$ cat src/rtl/reg_writeback_sequencer_if.sv
// Bundle between the execute/memory stages, the write-back sequencer and the
// register bank write port. The sequencer drives the bank side and the ready signals.
interface reg_writeback_sequencer_if #(
    parameter int DIR     = 4,
    parameter int BUS     = 2 ** (DIR + 1),
    parameter int REG_NUM = 2 ** DIR
);
    logic               alu_valid;
    logic               alu_ready;
    logic [DIR-1:0]     alu_rd;
    logic [BUS-1:0]     alu_data;

    logic               ldm_valid;
    logic               ldm_ready;
    logic [REG_NUM-1:0] ldm_mask;

    logic               mem_valid;
    logic               mem_ready;
    logic [BUS-1:0]     mem_data;

    logic               pc_step;
    logic [BUS-1:0]     pc_next;

    logic [DIR-1:0]     address;
    logic [BUS-1:0]     write_data;
    logic               WE;
    logic [BUS-1:0]     pc_in;
    logic               flush;
    logic               ldm_done;
    logic               busy;

    modport slave (
        input  alu_valid, alu_rd, alu_data,
        input  ldm_valid, ldm_mask,
        input  mem_valid, mem_data,
        input  pc_step, pc_next,
        output alu_ready, ldm_ready, mem_ready,
        output address, write_data, WE, pc_in, flush, ldm_done, busy
    );

    modport master (
        output alu_valid, alu_rd, alu_data,
        output ldm_valid, ldm_mask,
        output mem_valid, mem_data,
        output pc_step, pc_next,
        input  alu_ready, ldm_ready, mem_ready,
        input  address, write_data, WE, pc_in, flush, ldm_done, busy
    );
endinterface

$ cat src/rtl/reg_writeback_sequencer.sv
// Serialises single ALU results and load-multiple bursts onto the register bank
// write port; writes to r15 become PC redirects with a one-cycle flush pulse.
module reg_writeback_sequencer #(
    parameter int DIR     = 4,
    parameter int BUS     = 2 ** (DIR + 1),
    parameter int REG_NUM = 2 ** DIR
) (
    input  logic                       clk,
    input  logic                       rst_n,
    reg_writeback_sequencer_if.slave   wb
);
    typedef enum logic {
        IDLE = 1'b0,
        LDM  = 1'b1
    } state_t;

    localparam logic [DIR-1:0]     PC_REG   = {DIR{1'b1}};
    localparam logic [REG_NUM-1:0] MASK_ONE = {{(REG_NUM-1){1'b0}}, 1'b1};

    state_t             state_q;
    logic [REG_NUM-1:0] mask_q;
    logic [DIR-1:0]     address_q;
    logic [BUS-1:0]     write_data_q;
    logic [BUS-1:0]     pc_in_q;
    logic               we_q;
    logic               flush_q;
    logic               ldm_done_q;

    logic               alu_accept;
    logic               ldm_accept;
    logic               mem_accept;
    logic [DIR-1:0]     ldm_target;
    logic [REG_NUM-1:0] mask_rest;
    logic               alu_pc_wr;
    logic               ldm_pc_wr;
    logic               pc_wr;
    logic [BUS-1:0]     pc_wr_data;

    // Ready signals are forced low while reset is held so nothing is accepted.
    assign wb.alu_ready = rst_n && (state_q == IDLE);
    assign wb.ldm_ready = rst_n && (state_q == IDLE) && !wb.alu_valid;
    assign wb.mem_ready = rst_n && (state_q == LDM);

    assign alu_accept = wb.alu_valid && wb.alu_ready;
    assign ldm_accept = wb.ldm_valid && wb.ldm_ready;
    assign mem_accept = wb.mem_valid && wb.mem_ready;

    // Lowest set bit of the remaining list gives ascending load order.
    always_comb begin
        ldm_target = '0;
        for (int i = REG_NUM - 1; i >= 0; i--) begin
            if (mask_q[i]) begin
                ldm_target = i[DIR-1:0];
            end
        end
    end

    assign mask_rest  = mask_q & (mask_q - MASK_ONE);
    assign alu_pc_wr  = alu_accept && (wb.alu_rd == PC_REG);
    assign ldm_pc_wr  = mem_accept && (ldm_target == PC_REG);
    assign pc_wr      = alu_pc_wr || ldm_pc_wr;
    assign pc_wr_data = alu_pc_wr ? wb.alu_data : wb.mem_data;

    always_ff @(posedge clk or negedge rst_n) begin
        if (!rst_n) begin
            state_q      <= IDLE;
            mask_q       <= '0;
            address_q    <= '0;
            write_data_q <= '0;
            pc_in_q      <= '0;
            we_q         <= 1'b0;
            flush_q      <= 1'b0;
            ldm_done_q   <= 1'b0;
        end else begin
            we_q       <= 1'b0;
            flush_q    <= 1'b0;
            ldm_done_q <= 1'b0;

            case (state_q)
                IDLE: begin
                    if (alu_accept) begin
                        if (!alu_pc_wr) begin
                            we_q         <= 1'b1;
                            address_q    <= wb.alu_rd;
                            write_data_q <= wb.alu_data;
                        end
                    end else if (ldm_accept) begin
                        if (wb.ldm_mask == '0) begin
                            ldm_done_q <= 1'b1;
                        end else begin
                            mask_q  <= wb.ldm_mask;
                            state_q <= LDM;
                        end
                    end
                end
                LDM: begin
                    if (mem_accept) begin
                        if (!ldm_pc_wr) begin
                            we_q         <= 1'b1;
                            address_q    <= ldm_target;
                            write_data_q <= wb.mem_data;
                        end
                        mask_q <= mask_rest;
                        if (mask_rest == '0) begin
                            ldm_done_q <= 1'b1;
                            state_q    <= IDLE;
                        end
                    end
                end
                default: begin
                    state_q <= IDLE;
                    mask_q  <= '0;
                end
            endcase

            // A redirect through r15 overrides sequential PC advance.
            if (pc_wr) begin
                pc_in_q <= pc_wr_data;
                flush_q <= 1'b1;
            end else if (wb.pc_step) begin
                pc_in_q <= wb.pc_next;
            end
        end
    end

    assign wb.address    = address_q;
    assign wb.write_data = write_data_q;
    assign wb.WE         = we_q;
    assign wb.pc_in      = pc_in_q;
    assign wb.flush      = flush_q;
    assign wb.ldm_done   = ldm_done_q;
    assign wb.busy       = (state_q == LDM);
endmodule
$ cat src/flat_wrapper.sv
// flat-port wrapper written by rule: the top's interface ports become plain ports
module reg_writeback_sequencer_flat 
#(
    parameter int DIR     = 4,
    parameter int BUS     = 2 ** (DIR + 1),
    parameter int REG_NUM = 2 ** DIR
)
  (clk, rst_n, wb_alu_valid, wb_alu_rd, wb_alu_data, wb_ldm_valid, wb_ldm_mask, wb_mem_valid, wb_mem_data, wb_pc_step, wb_pc_next, wb_alu_ready, wb_ldm_ready, wb_mem_ready, wb_address, wb_write_data, wb_WE, wb_pc_in, wb_flush, wb_ldm_done, wb_busy);
  reg_writeback_sequencer_if #(.DIR(DIR), .BUS(BUS), .REG_NUM(REG_NUM)) wb_i ();
  input  logic clk;
  input  logic rst_n;
  input wire logic [$bits(wb_i.alu_valid)-1:0] wb_alu_valid;
  input wire logic [$bits(wb_i.alu_rd)-1:0] wb_alu_rd;
  input wire logic [$bits(wb_i.alu_data)-1:0] wb_alu_data;
  input wire logic [$bits(wb_i.ldm_valid)-1:0] wb_ldm_valid;
  input wire logic [$bits(wb_i.ldm_mask)-1:0] wb_ldm_mask;
  input wire logic [$bits(wb_i.mem_valid)-1:0] wb_mem_valid;
  input wire logic [$bits(wb_i.mem_data)-1:0] wb_mem_data;
  input wire logic [$bits(wb_i.pc_step)-1:0] wb_pc_step;
  input wire logic [$bits(wb_i.pc_next)-1:0] wb_pc_next;
  output wire logic [$bits(wb_i.alu_ready)-1:0] wb_alu_ready;
  output wire logic [$bits(wb_i.ldm_ready)-1:0] wb_ldm_ready;
  output wire logic [$bits(wb_i.mem_ready)-1:0] wb_mem_ready;
  output wire logic [$bits(wb_i.address)-1:0] wb_address;
  output wire logic [$bits(wb_i.write_data)-1:0] wb_write_data;
  output wire logic [$bits(wb_i.WE)-1:0] wb_WE;
  output wire logic [$bits(wb_i.pc_in)-1:0] wb_pc_in;
  output wire logic [$bits(wb_i.flush)-1:0] wb_flush;
  output wire logic [$bits(wb_i.ldm_done)-1:0] wb_ldm_done;
  output wire logic [$bits(wb_i.busy)-1:0] wb_busy;
  assign wb_i.alu_valid = wb_alu_valid;
  assign wb_i.alu_rd = wb_alu_rd;
  assign wb_i.alu_data = wb_alu_data;
  assign wb_i.ldm_valid = wb_ldm_valid;
  assign wb_i.ldm_mask = wb_ldm_mask;
  assign wb_i.mem_valid = wb_mem_valid;
  assign wb_i.mem_data = wb_mem_data;
  assign wb_i.pc_step = wb_pc_step;
  assign wb_i.pc_next = wb_pc_next;
  assign wb_alu_ready = wb_i.alu_ready;
  assign wb_ldm_ready = wb_i.ldm_ready;
  assign wb_mem_ready = wb_i.mem_ready;
  assign wb_address = wb_i.address;
  assign wb_write_data = wb_i.write_data;
  assign wb_WE = wb_i.WE;
  assign wb_pc_in = wb_i.pc_in;
  assign wb_flush = wb_i.flush;
  assign wb_ldm_done = wb_i.ldm_done;
  assign wb_busy = wb_i.busy;
  reg_writeback_sequencer #(.DIR(DIR), .BUS(BUS), .REG_NUM(REG_NUM)) u_core (.clk(clk), .rst_n(rst_n), .wb(wb_i));
endmodule
$ cat config.mk
export PLATFORM = sky130hd
export DESIGN_NAME = reg_writeback_sequencer_flat
export DESIGN_NICKNAME = d
export VERILOG_FILES = /design/src/rtl/reg_writeback_sequencer_if.sv /design/src/rtl/reg_writeback_sequencer.sv /design/src/flat_wrapper.sv
export SDC_FILE = /design/constraint.sdc
export NUM_CORES = 1
export LEC_CHECK = 0
export ABC_AREA = 1
export CORE_ASPECT_RATIO = 0.7
export CORE_MARGIN = 2
export CORE_UTILIZATION = 40
export CTS_CLUSTER_SIZE = 10
export DETAILED_ROUTE_END_ITERATION = 8
export HOLD_SLACK_MARGIN = 0.03
export PLACE_DENSITY = 0.73
export RECOVER_POWER = 100
export SLEW_MARGIN = 10
export SYNTH_ARGS = -nofsm -noshare
export SYNTH_HDL_FRONTEND = slang
export SYNTH_SLANG_ARGS = --single-unit
export TNS_END_PERCENT = 10
$ cat constraint.sdc
create_clock -name clk -period 1.7 [get_ports clk]
set_input_delay 0.255 -clock clk [delete_from_list [all_inputs] [get_ports clk]]
set_output_delay 0.255 -clock clk [all_outputs]
set_load 0.03 [all_outputs]
==> changes_impl.md <==
### Physical design

- Critical path startpoint: u_core.mask_q[13]$_DFFE_PN0P_
- Levels on crit path: 13
- Clock-cell share: under 10%
- Slowest-stage cell, CP: dfrtp_1
- Clock sink count: around 88
- Leading area contributor after synthesis: dfrtp_1
- Seq/total area: approximately a quarter
- Final RePlAce weighted congestion: 0.892
- Crit path max-delay family: simple AND/OR/NAND/NOR gates
- Sw power: 0.00479 W
- Worst Path Arrival: 2.28 ns
- Reg clk slew, reported paths: about 0.070 ns
- Largest class: non-clock buffers
- Comb area: roughly 2600 um2
- H-tree depth: 3
- Number of hold buffers added after CTS: 1
- Post-Syn Instances: roughly 740
- Fin. max-slew vios: 0
- Layout non-clock buf frac: between 30 and 40%
- Worst Hold Depth: 5
- Initial antenna violation count: 0
- Non-clk bufs: 297
- Worst-Margin Slew: roughly 1.1 ns
- Reg power frac: 28.1%
- Internal power: between 0.006 and 0.007 W
- Met2 capacity usage during global routing: between 40% and 50%
- P per Cell Area: 1360 nW/um2
- # fillers: around 1,100
- Nets at Floorplan: ~860
- CTS buffer count: 9
- Register area: 2200 um2
- Crit path capture: u_core.wb.pc_in[30]$_DFFE_PN0P_
- Max-area cell share: 43.4%
- Post-DR vias/cell: just over 5
- Drt pass-1 iters: 5
- Crit Path Category: flop to flop
- Status: finished, violations left
- Share of cells above drive strength 1: 18.5%
- Finish-stage setup viols: around 82
- CP required: ~1.9 ns
- Hold-critical path endpoint: u_core.mask_q[2]$_DFFE_PN0P_
- Worst min-delay path category: input pin to flop
- Non-clk invs: around 64
- AND/OR/NAND/NOR Cells, Area Fraction: between 30% and 40%
- Layout area overhead: 66.4%
- Max stage delay on crit path: around 0.40 ns
- Failing checks: setup timing
- Sw frac: 41.6%
- #MultiIn Comb: between 500 and 600
- Mux frac, synth: less than 1%
- Die Span Y: 98.2 um
- Reg2reg end: u_core.wb.pc_in[30]$_DFFE_PN0P_
- Biggest consumer: combinational logic
- List of most frequent post-synthesis cells: nand2_1, dfrtp_1, nor2_1
- # Cells Yosys: between 700 and 800
- Total chip power: approximately 0.012 W
- PnR worst setup slack: -0.345 ns
- RSZ-0062 raised after global routing: true
- Vias in the first global route: around 5,600
- Comb/total area: between 30% and 40%
- Crit end category: flop
- Synthesis area per yosys: roughly 5000 um2
- Most frequent logic cell in the layout: nand2_1
- Comb pwr share: between 50% and 60%
- Leakage: about 4 nW
- Area fraction in xor and xnor cells: 0%
- Root Buffer: clkbuf_16
- Mapped Area: slightly above 5000 um2
- Ys flops: 88
- CP max FO: 7
- Worst hold path startpoint: wb_ldm_mask[2]
- Number of enable flip-flop cells: 0
- Clk pwr: around 0.002 W
- Min Tclk post-route: between 2 and 2.5 ns
[flip-flops by register name (all words and copies together) (netlist names)]
signal and cells:
u_core.wb.WE 1, u_core.wb.ldm_done 1, u_core.mask_q 16, u_core.wb.pc_in 32, u_core.wb.busy 1, u_core.wb.flush 1
u_core.wb.address 4, u_core.wb.write_data 32
[per-stage QoR]
step,cells,hold slack (ns),area [um2]
2_1_floorplan,742,-0.0406,5110
3_3_place_gp,1146,0.247,7780
3_5_place_dp,1146,0.251,7780
4_1_cts,1168,0.0958,8240
5_1_grt,1175,0.479,8440
6_report,1175,0.420,8440
[per-layer routing]
metal / wire length, um / vias to the layer above
li1: - / 2897
met1: 8530 / 2761
met2: 8120 / 249
met3: 1600 / 15
met4: 160 / 0
met5: 0 / -
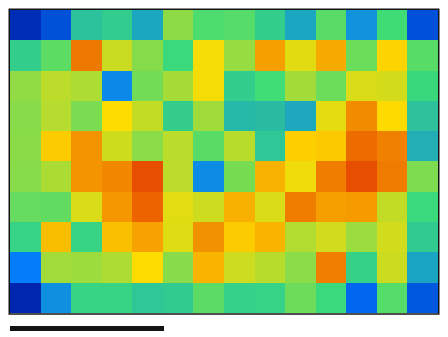
Figure 1: local utilization.
The bar under the picture is 50 um long. 14 x 10 tiles, from dark blue (low) to red (high), 0 to 100% covered.
tiles over 75% full: 24%
mean over tiles: 61%
fullest tile: 91%
floorplan core density: 41.0%
Core Region: 12,400 um2
Post-Route Utilization: 68.2%

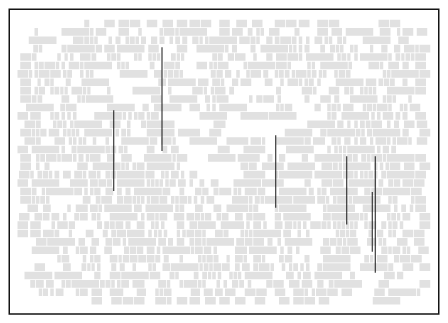
Figure 2: metal 4.
Cells faint in the background.
wire length on this layer: 161 um
nets with wire on the layer: 5

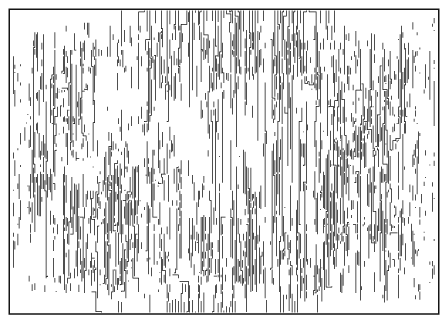
Figure 3: metal 2.
share of all routed wire: 44%
nets with wire on the layer: 916
main direction: vertical
longest straight run: 40.1 um

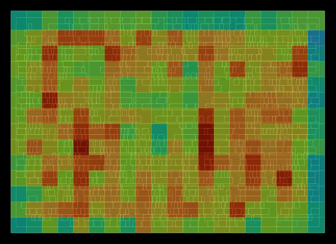
Figure 4: track usage over the die.
grt met3 use: 7.16%
Top Usage Layer GRT: met2
routed len/inst: 15.7 um
GRT Util Overall: 26.1%

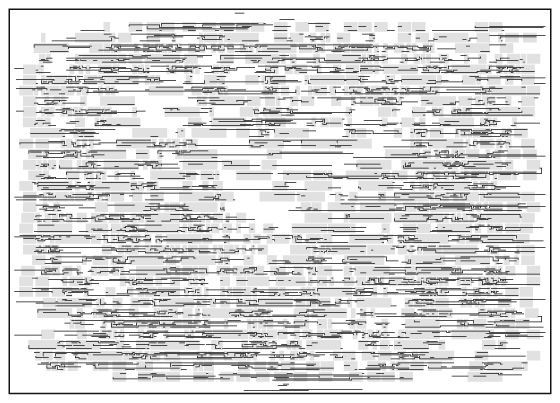
Figure 5: signal wires on met1.
Cells faint in the background.
share of all routed wire: 46%
nets with wire on the layer: 1,001
wire length on this layer: 8,530 um
main direction: horizontal
met1 Usage GRT: 37.3%
via count: 5,922
drt total wl: 18,400 um

Power and IR drop assume default switching activity.
